M1 wires:
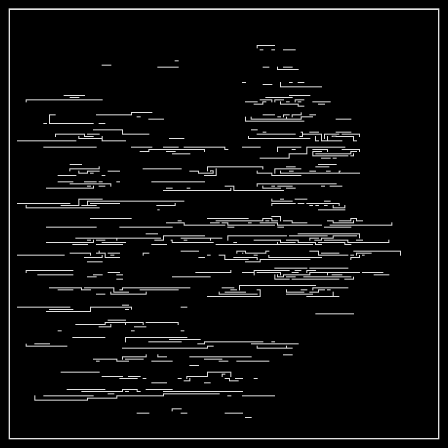
Metal 2:
Scale bar: 20 um.
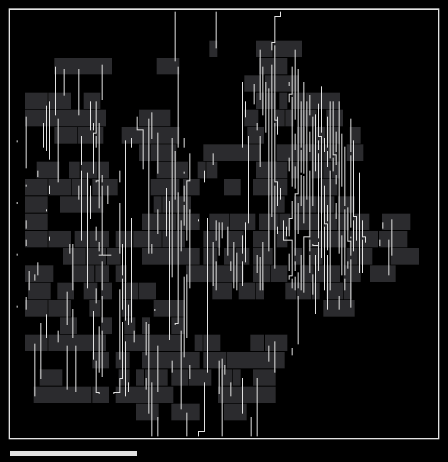
**src/rtl/dma_param_priority_arbiter_if.sv**
```systemverilog
// rtl/dma_param_priority_arbiter_if.sv - request/grant bundle between the RRAs, DMATranCtrl and the arbiter
interface dma_param_priority_arbiter_if #(
    parameter int NO_OF_REQS       = 4,
    parameter int NUM_OF_BDS_WIDTH = 2,
    parameter int REQ_IDX_WIDTH    = 2
);
    logic [NO_OF_REQS-1:0]                  req;
    logic                                   arbMode;
    logic                                   nextReq;
    logic                                   clrReq;
    logic [NO_OF_REQS*NUM_OF_BDS_WIDTH-1:0] intDscrptrNumIn;
    logic [NO_OF_REQS-1:0]                  strDscrptrIn;

    logic [NO_OF_REQS-1:0]                  reqEn;
    logic                                   rdEn_intext;
    logic                                   tranDataAvail;
    logic                                   strDscrptr;
    logic [NUM_OF_BDS_WIDTH-1:0]            intDscrptrNum;
    logic [NO_OF_REQS-1:0]                  priLvl;
    logic [REQ_IDX_WIDTH-1:0]               grantIdx;
    logic                                   starveGrant;

    modport master (
        output req, arbMode, nextReq, clrReq, intDscrptrNumIn, strDscrptrIn,
        input  reqEn, rdEn_intext, tranDataAvail, strDscrptr, intDscrptrNum,
               priLvl, grantIdx, starveGrant
    );

    modport slave (
        input  req, arbMode, nextReq, clrReq, intDscrptrNumIn, strDscrptrIn,
        output reqEn, rdEn_intext, tranDataAvail, strDscrptr, intDscrptrNum,
               priLvl, grantIdx, starveGrant
    );
endinterface

```
**src/rtl/dma_param_priority_arbiter.sv**
```systemverilog
// rtl/dma_param_priority_arbiter.sv - fixed-priority / round-robin DMA requester arbiter
// Optional starvation age guard enabled by defining ARB_STARVE_GUARD_EN.
module dma_param_priority_arbiter #(
    parameter int NO_OF_REQS       = 4,
    parameter int NUM_OF_BDS_WIDTH = 2,
    parameter int REQ_IDX_WIDTH    = 2,
    parameter int AGE_WIDTH        = 4,
    parameter int AGE_LIMIT        = 8
) (
    input logic                        clock,
    input logic                        resetn,
    dma_param_priority_arbiter_if.slave bus
);
    localparam int N  = NO_OF_REQS;
    localparam int W  = NUM_OF_BDS_WIDTH;
    localparam int IW = REQ_IDX_WIDTH;

    if (N < 1 || N > 16 || (1 << IW) < N ||
        AGE_LIMIT < 1 || AGE_LIMIT >= (1 << AGE_WIDTH)) begin : g_bad_cfg
        $error("dma_param_priority_arbiter: illegal parameter set");
    end

    typedef enum logic {ACTIVE = 1'b0, WAIT = 1'b1} state_t;

    state_t          state;
    state_t          state_nxt;
    logic            grant_en;
    logic [N-1:0]    grant_d;
    logic [N-1:0]    starved;
    logic [IW-1:0]   win_idx;
    logic            win_starved;
    logic [W-1:0]    win_num;
    logic            win_str;
    logic [IW-1:0]   rr_ptr;

    logic [N-1:0]    pri_q;
    logic [IW-1:0]   idx_q;
    logic [W-1:0]    num_q;
    logic            str_q;
    logic            avail_q;
    logic            starve_q;

    always_ff @(posedge clock or negedge resetn) begin
        if (!resetn) state <= ACTIVE;
        else         state <= state_nxt;
    end

    always_comb begin
        state_nxt = state;
        case (state)
            ACTIVE:  if (|bus.req)     state_nxt = WAIT;
            WAIT:    if (bus.nextReq)  state_nxt = ACTIVE;
            default:                   state_nxt = ACTIVE;
        endcase
    end

    always_comb begin
        grant_en        = (state == ACTIVE) && (|bus.req);
        bus.rdEn_intext = grant_en;
        bus.reqEn       = grant_en ? grant_d : '0;
    end

`ifdef ARB_STARVE_GUARD_EN
    logic [AGE_WIDTH-1:0] age [N];

    always_comb begin
        for (int i = 0; i < N; i++)
            starved[i] = bus.req[i] && (age[i] == AGE_WIDTH'(AGE_LIMIT));
    end

    // Ages only advance on grant edges, but drop as soon as a requester withdraws.
    always_ff @(posedge clock or negedge resetn) begin
        if (!resetn) begin
            for (int i = 0; i < N; i++) age[i] <= '0;
        end else begin
            for (int i = 0; i < N; i++) begin
                if (!bus.req[i] || (grant_en && grant_d[i]))
                    age[i] <= '0;
                else if (grant_en && age[i] != AGE_WIDTH'(AGE_LIMIT))
                    age[i] <= age[i] + 1'b1;
            end
        end
    end
`else
    assign starved = '0;
`endif

    // Starved requesters pre-empt the mode-based scan; the lowest starved index wins.
    always_comb begin : sel_comb
        logic          found;
        int            jn;
        logic [IW-1:0] j_idx;
        found       = 1'b0;
        jn          = 0;
        j_idx       = '0;
        win_idx     = '0;
        win_starved = 1'b0;
        for (int i = 0; i < N; i++) begin
            if (!found && starved[i]) begin
                win_idx     = IW'(i);
                win_starved = 1'b1;
                found       = 1'b1;
            end
        end
        for (int i = 0; i < N; i++) begin
            jn = bus.arbMode ? int'(rr_ptr) + i : i;
            if (jn >= N) jn = jn - N;
            j_idx = IW'(jn);
            if (!found && bus.req[j_idx]) begin
                win_idx = j_idx;
                found   = 1'b1;
            end
        end
        grant_d = '0;
        win_num = '0;
        win_str = 1'b0;
        for (int i = 0; i < N; i++) begin
            if (found && win_idx == IW'(i)) begin
                grant_d[i] = 1'b1;
                win_num    = bus.intDscrptrNumIn[i*W +: W];
                win_str    = bus.strDscrptrIn[i];
            end
        end
    end

    always_ff @(posedge clock or negedge resetn) begin
        if (!resetn) begin
            pri_q    <= '0;
            idx_q    <= '0;
            num_q    <= '0;
            str_q    <= 1'b0;
            avail_q  <= 1'b0;
            starve_q <= 1'b0;
            rr_ptr   <= '0;
        end else begin
            if (grant_en) begin
                pri_q    <= grant_d;
                idx_q    <= win_idx;
                num_q    <= win_num;
                str_q    <= win_str;
                starve_q <= win_starved;
                rr_ptr   <= (win_idx == IW'(N-1)) ? '0 : win_idx + 1'b1;
            end
            if (grant_en)        avail_q <= 1'b1;
            else if (bus.clrReq) avail_q <= 1'b0;
        end
    end

    assign bus.priLvl        = pri_q;
    assign bus.grantIdx      = idx_q;
    assign bus.intDscrptrNum = num_q;
    assign bus.strDscrptr    = str_q;
    assign bus.tranDataAvail = avail_q;
    assign bus.starveGrant   = starve_q;
endmodule
```
**src/flat_wrapper.sv**
```systemverilog
// flat-port wrapper written by rule: the top's interface ports become plain ports
module dma_param_priority_arbiter_flat 
#(
    parameter int NO_OF_REQS       = 4,
    parameter int NUM_OF_BDS_WIDTH = 2,
    parameter int REQ_IDX_WIDTH    = 2,
    parameter int AGE_WIDTH        = 4,
    parameter int AGE_LIMIT        = 8
)
  (clock, resetn, bus_req, bus_arbMode, bus_nextReq, bus_clrReq, bus_intDscrptrNumIn, bus_strDscrptrIn, bus_reqEn, bus_rdEn_intext, bus_tranDataAvail, bus_strDscrptr, bus_intDscrptrNum, bus_priLvl, bus_grantIdx, bus_starveGrant);
  dma_param_priority_arbiter_if #(.NO_OF_REQS(NO_OF_REQS), .NUM_OF_BDS_WIDTH(NUM_OF_BDS_WIDTH), .REQ_IDX_WIDTH(REQ_IDX_WIDTH)) bus_i ();
  input logic clock;
  input logic resetn;
  input wire logic [$bits(bus_i.req)-1:0] bus_req;
  input wire logic [$bits(bus_i.arbMode)-1:0] bus_arbMode;
  input wire logic [$bits(bus_i.nextReq)-1:0] bus_nextReq;
  input wire logic [$bits(bus_i.clrReq)-1:0] bus_clrReq;
  input wire logic [$bits(bus_i.intDscrptrNumIn)-1:0] bus_intDscrptrNumIn;
  input wire logic [$bits(bus_i.strDscrptrIn)-1:0] bus_strDscrptrIn;
  output wire logic [$bits(bus_i.reqEn)-1:0] bus_reqEn;
  output wire logic [$bits(bus_i.rdEn_intext)-1:0] bus_rdEn_intext;
  output wire logic [$bits(bus_i.tranDataAvail)-1:0] bus_tranDataAvail;
  output wire logic [$bits(bus_i.strDscrptr)-1:0] bus_strDscrptr;
  output wire logic [$bits(bus_i.intDscrptrNum)-1:0] bus_intDscrptrNum;
  output wire logic [$bits(bus_i.priLvl)-1:0] bus_priLvl;
  output wire logic [$bits(bus_i.grantIdx)-1:0] bus_grantIdx;
  output wire logic [$bits(bus_i.starveGrant)-1:0] bus_starveGrant;
  assign bus_i.req = bus_req;
  assign bus_i.arbMode = bus_arbMode;
  assign bus_i.nextReq = bus_nextReq;
  assign bus_i.clrReq = bus_clrReq;
  assign bus_i.intDscrptrNumIn = bus_intDscrptrNumIn;
  assign bus_i.strDscrptrIn = bus_strDscrptrIn;
  assign bus_reqEn = bus_i.reqEn;
  assign bus_rdEn_intext = bus_i.rdEn_intext;
  assign bus_tranDataAvail = bus_i.tranDataAvail;
  assign bus_strDscrptr = bus_i.strDscrptr;
  assign bus_intDscrptrNum = bus_i.intDscrptrNum;
  assign bus_priLvl = bus_i.priLvl;
  assign bus_grantIdx = bus_i.grantIdx;
  assign bus_starveGrant = bus_i.starveGrant;
  dma_param_priority_arbiter #(.NO_OF_REQS(NO_OF_REQS), .NUM_OF_BDS_WIDTH(NUM_OF_BDS_WIDTH), .REQ_IDX_WIDTH(REQ_IDX_WIDTH), .AGE_WIDTH(AGE_WIDTH), .AGE_LIMIT(AGE_LIMIT)) u_core (.clock(clock), .resetn(resetn), .bus(bus_i));
endmodule
```
**config.mk**
```make
export PLATFORM = sky130hd
export DESIGN_NAME = dma_param_priority_arbiter_flat
export DESIGN_NICKNAME = d
export VERILOG_FILES = /design/src/rtl/dma_param_priority_arbiter_if.sv /design/src/rtl/dma_param_priority_arbiter.sv /design/src/flat_wrapper.sv
export SDC_FILE = /design/constraint.sdc
export NUM_CORES = 1
export LEC_CHECK = 0
export ABC_CLOCK_PERIOD_IN_PS = 3400
export CORE_MARGIN = 2
export CORE_UTILIZATION = 25
export DETAILED_ROUTE_END_ITERATION = 10
export HOLD_SLACK_MARGIN = 0.03
export PLACE_DENSITY = 0.56
export SKIP_CTS_REPAIR_TIMING = 1
export SYNTH_ARGS = -nofsm -noshare
export SYNTH_HDL_FRONTEND = slang
export SYNTH_SLANG_ARGS = --single-unit
export TNS_END_PERCENT = 1
```
**constraint.sdc**
```tcl
create_clock -name clock -period 3.4 [get_ports clock]
set_input_delay 0.68 -clock clock [delete_from_list [all_inputs] [get_ports clock]]
set_output_delay 0.68 -clock clock [all_outputs]
set_load 0.01 [all_outputs]
```
==> results.sh <==
# implementation run metrics
export IMPL_globalRouteMet3Util_pct=3.17
export IMPL_layout_top_cell="clkdlybuf4s50_1"
export IMPL_p_per_area_nw_per_um2=666
export IMPL_cp_max_fo=11
export IMPL_initial_core_util_pct=25.6
export IMPL_ys_sh_simple_pct=22.8
export IMPL_io_buffer_count=35
export IMPL_place_hpwl_um=2260
export IMPL_tap_cells=50
export IMPL_setup_violations=0
export IMPL_finalHoldViolations=0
export IMPL_bufAreaShareNonClock_pct=33.8
export IMPL_r2r_end="u_core.bus.intDscrptrNum[0]"
export IMPL_p_leak_nw=0.838
export IMPL_worstHoldStart="u_core.bus.priLvl[3]"
export IMPL_peakVddDrop_uv=294
export IMPL_internal_power_uw=692
export IMPL_dp_slack_ps=-533
export IMPL_fin_util_pct=42.7
export IMPL_rrSetupSlack_ps=690
export IMPL_placed_area_um2=1560
export IMPL_adder_share_pct=4.99
export IMPL_final_hold_worst_slack_ps=473
export IMPL_clkCellAreaFrac_pct=2.77
export IMPL_clock_path_buffers=2
export IMPL_sh_comb_area_pct=38.9
export IMPL_ios=37
export IMPL_die_w_um=67.3
export IMPL_cp_startpoint="bus_arbMode"
export IMPL_powerClk_uw=144
export IMPL_pwr_share_comb_pct=63.8
export IMPL_ys_cells=120
export IMPL_die_h_um=67.3
export IMPL_outcome="finished clean"
export IMPL_seq_area_um2=325
export IMPL_fillCellCount=418
export IMPL_grt_max_degree=14
export IMPL_top_cells_by_count="dfrtp_1 (13), a21oi_1 (12), nand2_1 (10)"
export IMPL_routed_wl_um=3010
export IMPL_slew_violations=0
export IMPL_grt_pass1_wl_um=4750
export IMPL_fin_area_um2=1670
export IMPL_arrival_ps=2580
export IMPL_synth_nets=145
export IMPL_reg2regPathDepth=13
export IMPL_synthAoiAreaFrac_pct=27.5
export IMPL_ys_warn_count=0
export IMPL_wl_met2_um=1470
export IMPL_nClkBuffers=3
export IMPL_endpoint_kind="primary output"
export IMPL_ys_types=39
export IMPL_crit_family="buffers and inverters"
export IMPL_largest_reg_flops=4
export IMPL_p_clk_share_pct=12.9
export IMPL_yosysMostFrequentCell="dfrtp_1"
export IMPL_min_path_cells=1
export IMPL_area_leaders="dfrtp_1 (32%), a21oi_1 (6.0%), ha_1 (5.0%)"
export IMPL_dr_pass1_iters=4
export IMPL_drt_iter0_drc=56
export IMPL_finClkSkew_ps=5.55
export IMPL_drive_above_1_share_pct=24.9
export IMPL_rsz0062_at_grt="false"
export IMPL_use_met2_pct=23.0
export IMPL_yosys_stat_area_um2=1000
export IMPL_max_stage_delay_ps=380
export IMPL_top_area_share_pct=32.5
export IMPL_comb_area_um2=651
export IMPL_layout_top_cells="clkdlybuf4s50_1 (26), buf_4 (23), dfrtp_1 (13)"
export IMPL_area_growth_syn_to_layout_pct=66.9
export IMPL_crit_cells=11
export IMPL_cp_slowest_cell="or3_1"
export IMPL_antenna_cells=0
export IMPL_comb_power_uw=711
export IMPL_met1_length_um=1330
export IMPL_grt_total_usage_pct=13.7
export IMPL_layout_min_cycle_time_ps=3260
export IMPL_path_buffers=5
export IMPL_met1_usage_pct=17.5
Notes on 'M1 wires' above:
share of all routed wire: 44%
wire length on this layer: 1330 um
main direction: horizontal

Notes on 'metal 2' above:
longest straight run: 28.2 um
nets with wire on the layer: 168
wire length on this layer: 1470 um
main direction: vertical

